==> config.mk <==
export PLATFORM = sky130hd
export DESIGN_NAME = logic_unit_arbiter_flat
export DESIGN_NICKNAME = d
export VERILOG_FILES = /design/src/rtl/logic_unit_pkg.sv /design/src/rtl/logic_unit_arbiter_if.sv /design/src/rtl/logic_unit_arbiter_rr_grant.sv /design/src/rtl/logic_unit_arbiter.sv /design/src/flat_wrapper.sv
export SDC_FILE = /design/constraint.sdc
export NUM_CORES = 1
export LEC_CHECK = 0
export CAP_MARGIN = 20
export CORE_MARGIN = 1
export CORE_UTILIZATION = 50
export DETAILED_ROUTE_END_ITERATION = 10
export PLACE_DENSITY = 0.83
export SYNTH_ARGS = -nofsm -noshare
export SYNTH_HDL_FRONTEND = slang
export SYNTH_SLANG_ARGS = --single-unit
==> constraint.sdc <==
create_clock -name clk -period 3.4 [get_ports clk]
set_input_delay 0.68 -clock clk [delete_from_list [all_inputs] [get_ports clk]]
set_output_delay 0.68 -clock clk [all_outputs]
set_load 0.005 [all_outputs]
==> src/rtl/logic_unit_pkg.sv <==
// Shared types and helpers for the shared bitwise logic unit arbiter.
package logic_unit_pkg;

  localparam logic [1:0] OP_AND  = 2'b00;
  localparam logic [1:0] OP_OR   = 2'b01;
  localparam logic [1:0] OP_XOR  = 2'b10;
  localparam logic [1:0] OP_NAND = 2'b11;

  typedef enum logic {ST_EMPTY = 1'b0, ST_FULL = 1'b1} out_state_e;

  function automatic int id_w(input int n);
    return (n <= 2) ? 1 : $clog2(n);
  endfunction

  // Single-bit slice of the logic unit; callers iterate over the data width.
  function automatic logic logic_op(input logic a, input logic b, input logic [1:0] op);
    case (op)
      OP_AND:  return a & b;
      OP_OR:   return a | b;
      OP_XOR:  return a ^ b;
      default: return ~(a & b);
    endcase
  endfunction

endpackage

==> src/rtl/logic_unit_arbiter_if.sv <==
// Request/response bundle between requesters, the arbiter and the result consumer.
interface logic_unit_arbiter_if
  import logic_unit_pkg::*;
#(
    parameter int NUM_REQ = 4,
    parameter int DATA_W  = 8,
    parameter int CNT_W   = 16
);
    localparam int ID_W = id_w(NUM_REQ);

    logic [NUM_REQ-1:0]        req_valid;
    logic [NUM_REQ-1:0]        req_ready;
    logic [NUM_REQ*DATA_W-1:0] req_a;
    logic [NUM_REQ*DATA_W-1:0] req_b;
    logic [NUM_REQ*2-1:0]      req_op;
    logic                      rsp_valid;
    logic                      rsp_ready;
    logic [DATA_W-1:0]         rsp_data;
    logic [ID_W-1:0]           rsp_id;
    logic [CNT_W-1:0]          op_count;

    modport master (
        output req_valid, req_a, req_b, req_op, rsp_ready,
        input  req_ready, rsp_valid, rsp_data, rsp_id, op_count
    );

    modport slave (
        input  req_valid, req_a, req_b, req_op, rsp_ready,
        output req_ready, rsp_valid, rsp_data, rsp_id, op_count
    );
endinterface

==> src/rtl/logic_unit_arbiter_rr_grant.sv <==
// Combinational round-robin arbiter: rotate requests by ptr, pick lowest, rotate back.
module rr_grant
  import logic_unit_pkg::*;
#(
    parameter int N  = 4,
    parameter int PW = id_w(N)
) (
    input  logic [N-1:0]  req_i,
    input  logic [PW-1:0] ptr_i,
    output logic [N-1:0]  grant_o,
    output logic [PW-1:0] idx_o,
    output logic          any_o
);
    logic [2*N-1:0] dbl, rot;
    logic [PW:0]    sel, sum;

    always_comb begin
        dbl   = {req_i, req_i};
        rot   = dbl >> ptr_i;
        sel   = '0;
        any_o = 1'b0;
        // Descending scan so the lowest rotated position wins.
        for (int i = N - 1; i >= 0; i--) begin
            if (rot[i]) begin
                sel   = (PW+1)'(i);
                any_o = 1'b1;
            end
        end
        sum = sel + {1'b0, ptr_i};
        if (sum >= (PW+1)'(N)) sum = sum - (PW+1)'(N);
        idx_o   = sum[PW-1:0];
        grant_o = '0;
        if (any_o) grant_o[idx_o] = 1'b1;
    end
endmodule

==> src/rtl/logic_unit_arbiter.sv <==
// One shared AND/OR/XOR/NAND unit, round-robin arbitrated, with a single-entry result stage.
module logic_unit_arbiter
  import logic_unit_pkg::*;
#(
    parameter int NUM_REQ = 4,
    parameter int DATA_W  = 8,
    parameter int CNT_W   = 16
) (
    input logic                 clk,
    input logic                 rst_n,
    logic_unit_arbiter_if.slave bus
);
    localparam int ID_W = id_w(NUM_REQ);

    out_state_e                     state_q, state_d;
    logic [ID_W-1:0]                rr_ptr_q, rr_ptr_d;
    logic [DATA_W-1:0]              data_q;
    logic [ID_W-1:0]                id_q;
    logic [CNT_W-1:0]               cnt_q;
    logic [NUM_REQ-1:0]             gnt;
    logic [ID_W-1:0]                gnt_idx;
    logic                           gnt_any;
    logic                           rsp_valid, accept_en, accept;
    logic [NUM_REQ-1:0][DATA_W-1:0] lane_res;

    rr_grant #(.N(NUM_REQ), .PW(ID_W)) u_grant (
        .req_i   (bus.req_valid),
        .ptr_i   (rr_ptr_q),
        .grant_o (gnt),
        .idx_o   (gnt_idx),
        .any_o   (gnt_any)
    );

    // Every lane evaluates its own op; the granted lane is muxed into the register.
    always_comb begin
        for (int i = 0; i < NUM_REQ; i++) begin
            for (int j = 0; j < DATA_W; j++) begin
                lane_res[i][j] = logic_op(bus.req_a[i*DATA_W+j], bus.req_b[i*DATA_W+j],
                                          bus.req_op[i*2 +: 2]);
            end
        end
    end

    always_ff @(posedge clk or negedge rst_n) begin
        if (!rst_n) state_q <= ST_EMPTY;
        else        state_q <= state_d;
    end

    always_comb begin
        state_d = state_q;
        case (state_q)
            ST_EMPTY: if (accept) state_d = ST_FULL;
            ST_FULL:  if (bus.rsp_ready && !accept) state_d = ST_EMPTY;
            default:  state_d = ST_EMPTY;
        endcase
    end

    // Reset gates accept so no requester sees ready while held in reset.
    always_comb begin
        rsp_valid = (state_q == ST_FULL);
        accept_en = rst_n & (~rsp_valid | bus.rsp_ready);
        accept    = accept_en & gnt_any;
    end

    always_comb begin
        rr_ptr_d = rr_ptr_q;
        if (accept) rr_ptr_d = (gnt_idx == ID_W'(NUM_REQ - 1)) ? '0 : gnt_idx + 1'b1;
    end

    always_ff @(posedge clk or negedge rst_n) begin
        if (!rst_n) begin
            rr_ptr_q <= '0;
            data_q   <= '0;
            id_q     <= '0;
            cnt_q    <= '0;
        end else begin
            rr_ptr_q <= rr_ptr_d;
            if (accept) begin
                data_q <= lane_res[gnt_idx];
                id_q   <= gnt_idx;
            end
            if (rsp_valid && bus.rsp_ready && (cnt_q != '1)) cnt_q <= cnt_q + 1'b1;
        end
    end

    assign bus.req_ready = gnt & {NUM_REQ{accept_en}};
    assign bus.rsp_valid = rsp_valid;
    assign bus.rsp_data  = data_q;
    assign bus.rsp_id    = id_q;
    assign bus.op_count  = cnt_q;
endmodule
==> src/flat_wrapper.sv <==
// flat-port wrapper written by rule: the top's interface ports become plain ports
module logic_unit_arbiter_flat import logic_unit_pkg::*;
#(
    parameter int NUM_REQ = 4,
    parameter int DATA_W  = 8,
    parameter int CNT_W   = 16
)
  (clk, rst_n, bus_req_valid, bus_req_a, bus_req_b, bus_req_op, bus_rsp_ready, bus_req_ready, bus_rsp_valid, bus_rsp_data, bus_rsp_id, bus_op_count);
  logic_unit_arbiter_if #(.NUM_REQ(NUM_REQ), .DATA_W(DATA_W), .CNT_W(CNT_W)) bus_i ();
  input logic clk;
  input logic rst_n;
  input wire logic [$bits(bus_i.req_valid)-1:0] bus_req_valid;
  input wire logic [$bits(bus_i.req_a)-1:0] bus_req_a;
  input wire logic [$bits(bus_i.req_b)-1:0] bus_req_b;
  input wire logic [$bits(bus_i.req_op)-1:0] bus_req_op;
  input wire logic [$bits(bus_i.rsp_ready)-1:0] bus_rsp_ready;
  output wire logic [$bits(bus_i.req_ready)-1:0] bus_req_ready;
  output wire logic [$bits(bus_i.rsp_valid)-1:0] bus_rsp_valid;
  output wire logic [$bits(bus_i.rsp_data)-1:0] bus_rsp_data;
  output wire logic [$bits(bus_i.rsp_id)-1:0] bus_rsp_id;
  output wire logic [$bits(bus_i.op_count)-1:0] bus_op_count;
  assign bus_i.req_valid = bus_req_valid;
  assign bus_i.req_a = bus_req_a;
  assign bus_i.req_b = bus_req_b;
  assign bus_i.req_op = bus_req_op;
  assign bus_i.rsp_ready = bus_rsp_ready;
  assign bus_req_ready = bus_i.req_ready;
  assign bus_rsp_valid = bus_i.rsp_valid;
  assign bus_rsp_data = bus_i.rsp_data;
  assign bus_rsp_id = bus_i.rsp_id;
  assign bus_op_count = bus_i.op_count;
  logic_unit_arbiter #(.NUM_REQ(NUM_REQ), .DATA_W(DATA_W), .CNT_W(CNT_W)) u_core (.clk(clk), .rst_n(rst_n), .bus(bus_i));
endmodule
==> run notes, run 1 <==
The yosys synthesis warning count was 0; the buffering stage count on the worst path with inverters included was 3. The detailed router finished its first iteration with 173 violations. Sorting the synthesis cell report by count puts at the top inv_1. The cell family with the largest share of critical-path delay is simple AND/OR/NAND/NOR gates. The cell area that synthesis handed to floorplanning was 3970 um2. The run gives 29 for the number of instances resized during post-cts repair. The run gives 34.4% for the growth of design area from synthesis to finish. The multi-input combinational cells in the finished layout cover a total of 2820 um2. The run gives 661 as the net count of the mapped netlist. With the insertion delay at the late pin of the worst-skew pair at 280 ps, the met3 routed wirelength is 438 um. Top flip-flop cell by instance count after synthesis: dfrtp_1. The logs give 32 for the number of core rows and 5 for the total CTS buffers. The power per cell area is 470 nW/um2, and the number of cells in Yosys stat is 515. Global routing used 29.2% of the available met1 tracks.

The routed design shows a wire length per standard cell of 13.7 um. The global-route layer with the greatest usage is met2. The post-synth count of flops with an enable pin is 0. Largest net degree at the start of global routing: 30. The cell count of the worst reg-to-reg path is 10, and the hold violation total from the final report is 0.

The total of plain and repair buffers excluding clock buffers is 133, and the sequential share of cell area is 13.6%. Of all flip-flops after synthesis, the portion carrying an async set or reset was 100%. The hold-critical path depth came out at 1. For the total inserted antenna cells, the log shows 0.

The clock buffers instantiated in the layout total 6. STA lists the startpoint of the worst hold path as u_core.bus.op_count[15]$_DFFE_PN0P_. Summing over every cut layer, the via total after detailed routing is 3950. For this run, the final setup violation count is recorded as 0. On the worst path, the slowest cell contributes a delay of 290 ps. For reference, the clock transition at the flip-flops on the worst setup and hold paths is 60 ps. The library cell occupying the most area in the post-synthesis netlist is ha_1.

The cell type taking the most area is combinational gates. The layout summary lists the proportion of cells stronger than drive strength 1 as 9.47%. The number of pins with negative max-slew slack in the final report was 0. According to the tapcell log, the count of inserted taps is 102. The number of buffers inserted by port buffering was 109.

By instance count after routing, the leading logic cell type is clkdlybuf4s50_1. The reg-to-reg endpoint is u_core.bus.rsp_data[6]$_DFFE_PN0P_. The first-pass GRT wire length is 16600 um, and the net switching share of the total power is 42.1%. The worst setup path is captured at an output port. The tools report the met2 track utilization from global routing as 45.1%. In the synthesized netlist, the cells that appear most often are inv_1, ha_1, nand2_1, dfrtp_1. The tools report the total placed instance area as 5180 um2. The leakage dissipation came out at 0.00254 uW. The count of warning messages emitted by the tools was 60; the flop count was 29. For this run, design rule violations remaining after detail routing come to 0. The critical path in this run is classified as in -> out. Tracing the worst setup path back leads to its startpoint at bus_req_valid[2]. Counting stages on the worst path, the most repeated cell is ha_2. Across all register-to-register paths, the minimum setup slack is 740 ps. Number of antenna violations at the first check in global routing: 0. With the number of inverters outside the clock class in the layout at 89, the final non-filler cell area is 5340 um2. The share of total power dissipated in sequential elements is 21.6%.

The register with the most flip-flops in the layout has 16 of them. The area figure in the yosys stat output was 3970 um2. The number of iterations in the first detailed-routing pass was 4.

In the Yosys stats the netlist draws on 53 distinct library cells. Buffers inserted to repair hold after CTS numbered 0. The completed layout was analyzed and its total power is 2510 uW. The number of filler cells placed in the layout came out at 606. The worst hold endpoint is u_core.bus.op_count[15]$_DFFE_PN0P_. The relative slew slack came out at 47.1%.

Looking at the clock tree report, the root buffer type is clkbuf_8. For the overall global routing resource usage, the log shows 24.3%. TritonCTS built the clock tree. Summed over all sequential cells, the power is 541 uW. The run gives 726 um2 for the sequential cell area. The flow ran to the end, and the final reports show no timing, DRC or antenna violations.

Sequential elements use 18.3% of the synthesized area. The type of the most critical hold path is reg -> reg. The final layout contains routed wiring with a total length of 9900 um.
-- run 1: logic make-up (layout without fill, tap and decap cells) --
logic type               after synthesis  after routing  share of synthesized area (%)
AND/OR/NAND/NOR                      146            146                           19.0
buffers and inverters                122            230                           12.4
flip-flops                            29             29                           18.3
adder cells (fa/ha/maj)               67             67                           21.1
XOR/XNOR                              15             15                           3.31
AND-OR/OR-AND                        122            122                           22.2
multiplexers                          14             14                           3.72
-- run 1: per-stage QoR --
stage | setup WS, ps | hold WS (ps) | std cells
final | 45.3 | 497 | 725
after global routing | -42.5 | 524 | 725
after CTS | -12.7 | 504 | 725
after detailed placement | -745 | 488 | 713
after global placement | -678 | 480 | 713
after floorplan | 225 | 384 | 515
**Run 1: zoomed window**

Region (0, 41) to (50, 91) um. Cells in grey, sequential cells in the stronger grey; small squares are vias.
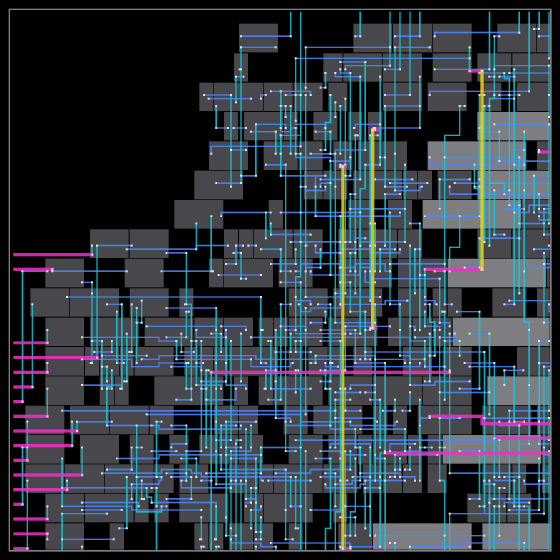
| colour | layer |
|---|---|
| cyan | M2 |
| blue | M1 |
| yellow | M4 |
| magenta | M3 |
cells with their middle in the window: 185
most frequent: inv_1 (32), clkdlybuf4s50_1 (30), ha_1 (23)
netlist names of flops here include: u_core.bus.op_count (5), u_core.bus.rsp_data (4)
sequential cells in the window: 10

**Run 1: gate families picked out**

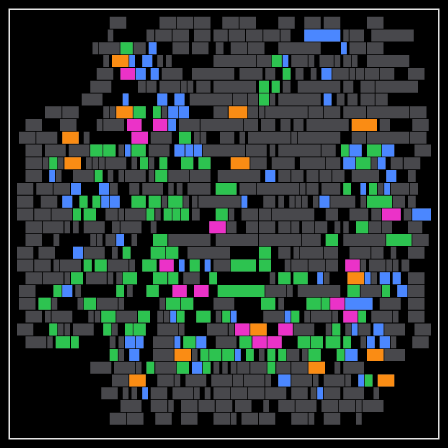
| colour | family | cells |
|---|---|---|
| magenta | non-inverting ao/oa cells | 16 |
| blue | nor cells | 67 |
| orange | mux cells | 14 |
| green | aoi and oai cells | 106 |

**Run 1: power grid**

Pins as bars on the die edge.
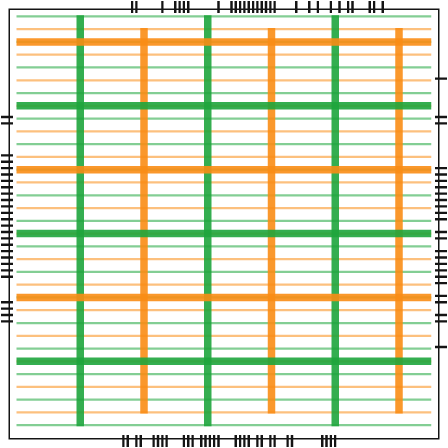
| colour | net |
|---|---|
| orange | VDD |
| green | VSS |
rows: 32
signal pins: 110
met4 straps: 6
met5 straps: 6
met1 rails: 33
width of the die: 91.1 um
Die H: 91.1 um
Max rail drop VDD: 290 uV

==> inputs of run 2 (changes only) <==
--- a/config.mk
+++ b/config.mk
@@ -8,6 +8,8 @@
 export CAP_MARGIN = 20
 export CORE_MARGIN = 1
 export CORE_UTILIZATION = 50
+export CTS_CLUSTER_DIAMETER = 150
+export CTS_CLUSTER_SIZE = 28
 export DETAILED_ROUTE_END_ITERATION = 10
 export PLACE_DENSITY = 0.83
 export SYNTH_ARGS = -nofsm -noshare
**Run 2: zoomed window**

Region (0, 41) to (50, 91) um. Cells in grey, sequential cells in the stronger grey; small squares are vias.
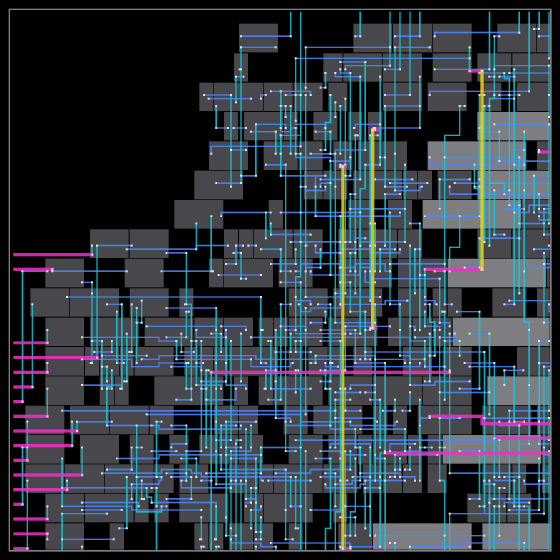
| colour | layer |
|---|---|
| yellow | M4 |
| blue | M1 |
| magenta | M3 |
| cyan | M2 |
netlist names of flops here include: u_core.bus.op_count (5), u_core.bus.rsp_data (4)
cells with their middle in the window: 185
most frequent: inv_1 (32), clkdlybuf4s50_1 (30), ha_1 (23)
sequential cells in the window: 10

**Run 2: clock routing**

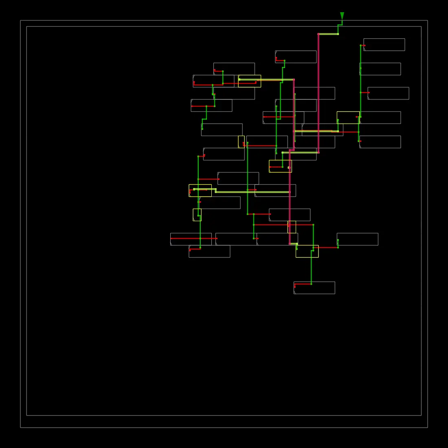
clock network power: 271 uW
TritonCTS buffer count: 5

==> run 2 against run 1 <==
  * Sequential cell count is the same
  * Critical path type unchanged
  * Clock skew did not move
  * Combinational power is essentially flat
  * Power unchanged
==> run notes, run 2 <==
With the post-synthesis share of cell area spent on xor and xnor gates at 3.31% (unchanged), the residual DRC count is 0 (unchanged). The leakage dissipation came out at 0.00254 uW (unchanged). In the layout the commonest cells are clkdlybuf4s50_1, inv_1, ha_1.

The run finished with clean final reports. The sequential share of cell area was 13.6% (unchanged); the growth of design area from synthesis to finish was 34.4% (unchanged). The number of inverters outside the clock class in the layout was 89 (unchanged). The run gives 6 (unchanged) for the count of clock-net buffers in the final layout. The ratio of cells with drive above 1 in the final layout came out at 9.47% (unchanged). The clock arrives with 7.03 ps of skew.

Once detailed placement completed, the half-perimeter wirelength came to 7940 um. Number of vias in the routed layout: 3950 (unchanged). Among logic cells in the layout, the one with the most instances is clkdlybuf4s50_1. The number of core rows is 32 (unchanged).

The die outline width works out to 91.1 um (unchanged). The cell count after synthesis came out at 515. With the number of buffers inserted by port buffering at 109 (unchanged), the net total in the final layout is 768. The tools report the net count of the mapped netlist as 661 (unchanged). With the final non-filler cell area at 5340 um2 (unchanged), the clock network area share is 1.55%. For the first-pass GRT wire length, the log shows 16600 um (unchanged).

Counting I/O delays and the setup requirement, the final critical path takes 3350 ps. The global-route met1 utilization came out at 29.2% (unchanged). In this design, the largest share of critical-path delay is due to simple AND/OR/NAND/NOR gates. The total placed instance area is 5180 um2 (unchanged), and the clock transition at the registers of the reported paths is 60 ps (about the same). The flip-flop and latch count after synthesis is 29. The report shows a maximum critical-path fanout of 7. Setup repair after global routing could not meet its margin everywhere.

The total of plain and repair buffers excluding clock buffers is 133 (unchanged). The pin closest to its max-slew limit shows a slew of 792 ps. Per the STA report, the cell with the highest stage delay on the worst path is or2_4. The number of clock sinks came to 29. The logs give 364 for the number of multi-input logic gates and 0 (unchanged) for the final tally of setup violations. The run gives -745 ps (unchanged) for the worst setup slack after placement. The adder and majority gate portion of the synthesized area was 21.1% (unchanged); the via count of the first global-routing pass was 3790. STA classifies the critical path endpoint as an output port. The area fraction in mux cells was 3.72% (unchanged). The run gives 0 (unchanged) for the number of antenna violations at the first check in global routing.

The sequential cell area was 726 um2 (unchanged); the total inserted antenna cells was 0 (unchanged). 110 I/O pins were placed. The global routing report lists met3 layer usage as 2.51%.

The number of instances resized during post-cts repair is 29 (unchanged), and the critical path required time is 2720 ps. The run gives 91.1 um (unchanged) for the die height. The logs give 0 (unchanged) for the quantity of hold-fixing buffers added after cts and 515 (unchanged) for the number of cells in Yosys stat. The commonest cells after synthesis are inv_1, ha_1, nand2_1, dfrtp_1. Dividing the detail-routed via count by the number of cells gives 5.45. The number of filler cells placed in the layout is 606 (unchanged). For the number of iterations in the first detailed-routing pass, the log shows 4 (unchanged). The count of library flops with an enable pin was 0 (unchanged).

For the cell count after placement, the log shows 713 (unchanged). The tools report the met2 track utilization from global routing as 45.1% (unchanged). The number of well taps came out at 102 (unchanged). The run gives 51.7% as the initial core utilization. The global routing stage identified its most utilized layer as met2.

The count of non-filler cells in the finished layout came out at 725 (unchanged). TritonCTS built the clock tree. Netlist area before placement: 3970 um2 (unchanged). The routed wire length on met2 is 5050 um, and the met3 routed wirelength is 438 um (unchanged). Counting along the longest clock path gives a buffer depth of 2. With the buffering stage count on the worst path with inverters included at 3 (unchanged), the longest individual stage delay on the worst path is 290 ps (about the same). The tools report the timing-limited maximum frequency as 0.298 GHz.

With the async set or reset register ratio after synthesis at 100% (unchanged), the count of different cell masters after synthesis is 53 (unchanged). The run gives 24.3% (unchanged) as the overall global routing resource usage. In this run the clock root is driven by a clkbuf_8.

The worst hold slack across all endpoints is 497 ps (unchanged), and the area figure in the yosys stat output is 3970 um2 (unchanged). The highest metal layer with signal wires is met4. A synthesized cell averages 7.71 um2. The tools report the total core area as 7690 um2.

The H-tree generated during clock tree synthesis spans 2 levels. The sequential element share of the synthesized area is 18.3% (unchanged), and the worst setup slack after layout is 45.3 ps (unchanged). The final design utilization is 69.4%. The type of the most critical hold path was reg -> reg. Count of warning messages emitted by the tools: 60 (unchanged). For the number of pins with negative max-slew slack in the final report, the log shows 0 (unchanged).

With the number of violations reported at the end of detailed-routing iteration 0 at 173 (unchanged), the portion of synthesized cell area occupied by the leading cell type is 21.1%. The largest net degree at the start of global routing is 30 (unchanged). The flip-flop count of the largest register after layout came out at 16 (unchanged). The full die area was 8300 um2.

The dominant cell type by count on the critical path is ha_2. The power per cell area is 470 nW/um2 (unchanged). For the final setup TNS, the log shows 0 ps. The total length of routed wires is 9900 um (unchanged). Cell type taking the most area: combinational gates. Grouping non-sequential cells by family puts the most area in AND-OR/OR-AND gates.

Most common cell in the netlist: inv_1. With the relative slew slack at 47.1% (unchanged), the basic-gate share of the synthesized area counting and, or, nand and nor cells is 19.0% (unchanged). The peak supply drop is 290 uV (unchanged).

STA classifies the critical path startpoint as a primary input. In the finished design, the share of the clock period the worst path needs comes to 98.7%. The total design power came out at 2510 uW (unchanged). The run gives 0 (unchanged) as the hold violation total from the final report. For the yosys synthesis warning count, the log shows 0 (unchanged). Looking at the cell usage after synthesis, the top flip-flop cell is dfrtp_1. The flop count is 29 (unchanged), and the buffer share of cell area is 23.5%. The post-route report lists met1 wire length as 4200 um. The insertion delay at the late pin of the worst-skew pair was 280 ps (about the same).

Library cell occupying the most area in the post-synthesis netlist: ha_1. The share of synthesized cell area in and-or and or-and compound cells was 22.2% (unchanged). The critical path in this run is classified as in -> out.

The average detailed-routed wire length per instance was 13.7 um (unchanged); the area of the multi-input gates was 2820 um2 (unchanged).
[run 2: final timing paths]
check,startpoint,end,slack (ps),cells after the start
max,bus_req_valid[2],bus_req_ready[3],50,12
min,u_core.bus.op_count[15]$_DFFE_PN0P_,u_core.bus.op_count[15]$_DFFE_PN0P_,500,1
max reg2reg,u_core.rr_ptr_q[0]$_DFFE_PN0P_,u_core.bus.rsp_data[6]$_DFFE_PN0P_,740,10
min reg2reg,u_core.bus.op_count[15]$_DFFE_PN0P_,u_core.bus.op_count[15]$_DFFE_PN0P_,500,1
max in group asynchronous,rst_n,u_core.bus.rsp_data[4]$_DFFE_PN0P_,2270,2
min in group asynchronous,rst_n,u_core.bus.op_count[6]$_DFFE_PN0P_,850,2
[run 2: where the power goes]
group          internal [uW]  switching [uW]
clock network            141             130
registers                451            89.8
logic                    858             836
No activity file was given, so power comes from the tool's default toggle rates.
